floorplan.png
The bar under the picture is 20 µm long. Pins as bars on the die edge.
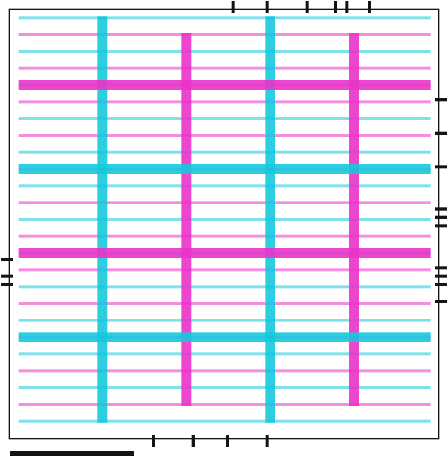
class_map.png
The bar under the picture is 20 µm long.
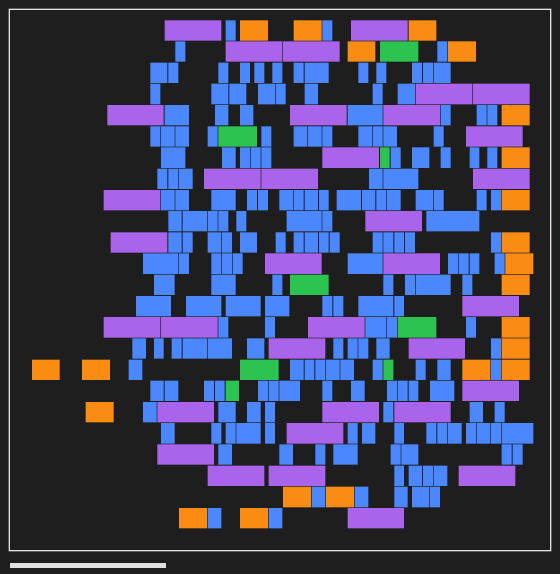
clock_wires.png
The bar under the picture is 20 µm long.
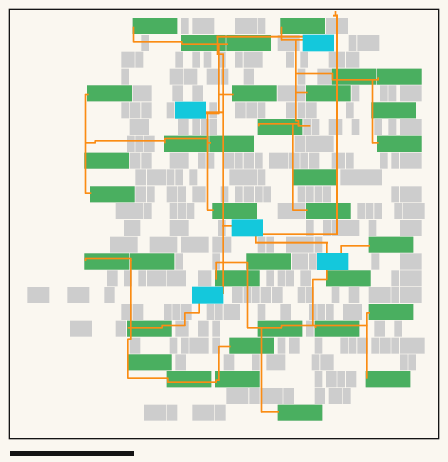
==> config.mk <==
export PLATFORM = sky130hd
export DESIGN_NAME = block_dispatcher
export DESIGN_NICKNAME = d
export VERILOG_FILES = /design/src/rtl/block_dispatcher_pkg.sv /design/src/rtl/block_dispatcher_priority_encoder.sv /design/src/rtl/block_dispatcher.sv
export SDC_FILE = /design/constraint.sdc
export NUM_CORES = 1
export LEC_CHECK = 0
export ABC_AREA = 1
export CAP_MARGIN = 20
export CORE_UTILIZATION = 40
export CTS_CLUSTER_DIAMETER = 60
export DETAILED_ROUTE_END_ITERATION = 6
export GPL_ROUTABILITY_DRIVEN = 0
export PLACE_DENSITY = 0.67
export RECOVER_POWER = 100
export SLEW_MARGIN = 20
export SYNTH_ARGS = -nofsm -noshare
export SYNTH_HDL_FRONTEND = slang
export SYNTH_HIERARCHICAL = 1
export SYNTH_SLANG_ARGS = --single-unit
==> constraint.sdc <==
create_clock -name clk -period 3.2 [get_ports clk]
set_clock_uncertainty 0.1 [all_clocks]
set_input_delay 0.48 -clock clk [delete_from_list [all_inputs] [get_ports clk]]
set_output_delay 0.48 -clock clk [all_outputs]
set_load 0.05 [all_outputs]
==> flow_metrics.rpt <==
RUN METRICS
----------------------------------------------------
[Finish]
  N_diodes ........................ 0
  Tally of filler cells in the layout ........................ about 460
  Count of nets after finishing ........................ around 290

[Setup path]
  CP max-delay cell ........................ sky130_fd_sc_hd__nor2_1
  Worst-path fanout max ........................ 9
  Reg2reg path depth ........................ 8

[Global routing]
  GRT Util Overall ........................ 0.166
  Remaining Overflow, GRT ........................ 0
  Number of global-route vias before repair ........................ ~1.5k
  Wire length of the first global-routing pass ........................ 6.36 mm
  Largest net degree at the start of global routing ........................ 18

[Power]
  Power per cell area ........................ 498 nW/µm²
  Final total power ........................ around 1.1 mW

[Placed design]
  Placement-stage cell area ........................ just over 2000 µm²
  Worst setup timing slack at the placement stage ........................ 0.903 ns

[Synthesis]
  Leading cell types by count after synthesis ........................ 43 x sky130_fd_sc_hd__nand2_1, 36 x sky130_fd_sc_hd__nor2_1, 35 x sky130_fd_sc_hd__dfxtp_1
  Register area share after synthesis ........................ 0.387
  Unique cell type count in the Yosys netlist ........................ 26
  Cell total in the yosys stat output ........................ between 200 and 250
  Async set or reset register ratio after synthesis ........................ 0
  Post-synth area hogs ........................ sky130_fd_sc_hd__dfxtp_1 39%, sky130_fd_sc_hd__nand2_1 8.9%, sky130_fd_sc_hd__nor2_1 7.5%, sky130_fd_sc_hd__ha_1 6.9%, sky130_fd_sc_hd__inv_1 6.8%
  Synth Flop Type ........................ sky130_fd_sc_hd__dfxtp_1
  Post-synthesis cell type with the largest instance count ........................ sky130_fd_sc_hd__nand2_1

[Timing]
  Upper clock frequency limit ........................ between 400 and 500 MHz
  Final period utilization ........................ 0.760
  Relative slew margins ........................ 0.576
  Number of pins exceeding their max-slew limit in the final report ........................ 0

[Clock tree]
  Number of gates resized after cts ........................ 0
  Clock tree from TritonCTS ........................ yes
  Deepest clock path buffer count ........................ 2

[Hold path]
  Hold crit path type ........................ flip-flop to flip-flop
  Worst hold path depth ........................ 2

[Status]
  Run status ........................ complete, no violations

[Routing]
  Via/cell ratio ........................ approximately 4.9
  Total wire length after detailed routing ........................ between 3 and 4 mm
  Drt drc ........................ 0

[Floorplanning]
  Chip Footprint ........................ 4800 µm²

----------------------------------------------------
Notes on floorplan.png above:
[VSS] cyan
[VDD] magenta
rows: 24
met4 straps: 4
die span in x: 69.3 µm
core region area: 4350 µm²
floorplan die height: 69.3 µm
highest ir drop seen on vdd: 0.172 mV

Notes on class_map.png above:
[remaining logic cells] blue | cells: 204
[remaining buffers and delay cells] orange | cells: 22
[sequential cells] purple | cells: 35
[clock drivers and dummy loads] green | cells: 8
Seq/total area: 0.332
Non-Filler Cell Area, Final: 2110 µm²
total number of placement rows: 24
Finished Core Util: 0.485

Notes on clock_wires.png above:
[clock wires] orange | length: 472 µm
[clock-net drivers] cyan | count: 5
[flip-flops] green | count: 35
routed clock nets: 6
flops lie: spread over the die
later-pin clock latency in the skew report: 0.29 ns
proportion of power drawn by the clock network: 0.293
power in the clock group: 0.308 mW

## cell families after synthesis
| logic type | synth area share |
|---|---|
| AND/OR/NAND/NOR | 0.275 |
| buffers and inverters | 0.100 |
| flip-flops | 0.387 |
| AND-OR/OR-AND | 0.110 |
| adder cells (fa/ha/maj) | 0.0692 |
| XOR/XNOR | 0.0581 |
## final cells by class
type	count	area [µm²]	area share
multi-input cells	169	913	0.432
well taps	52	65.1	0.0308
repair buffers	22	220	0.104
flip-flops and latches	35	701	0.332
inverters	35	131	0.0622
clock buffers	7	76.3	0.0361
clock inverters	1	5.00	0.00237
## report_power, final
group / internal [mW] / leakage [nW] / switching (mW) / total (mW)
Combinational: 0.0858 / 0.563 / 0.177 / 0.263
Sequential: 0.465 / 0.285 / 0.0161 / 0.481
Clock: 0.153 / 0.0422 / 0.156 / 0.308
## metal layers
layer | global-route usage | wire, µm | up-vias
met5 | 0 | 0 | -
met4 | 0.0748 | 77 | 0
met2 | 0.271 | 1680 | 42
met3 | 0.0363 | 176 | 6
li1 | - | - | 833
met1 | 0.210 | 1710 | 684
## placed cells by master, fill, tap and decap left out, drive strengths merged
master,instances
clkdlybuf4s50,9
o21ai,11
o21a,1
nor3,1
a21o,2
nand4,12
nand3,12
inv,35
or2,1
nor3b,2
dlygate4sd3,13
nand2,43
ha,10
clkinv,1
nor2,38
clkbuf,7
a21oi,24
xnor2,2
dfxtp,35
xor2,10
## worst max-delay path: cells and delay by family (launching register included)
family | cells | cell delay (ns)
adders and majority gates | 1 | 0.31
and+or+nand+nor | 4 | 1.19
DFF | 1 | 0.34
AOI/OAI and AO/OA | 2 | 0.37
buffers and inverters | 1 | 0.06
Power is estimated from default activity; no workload was simulated.
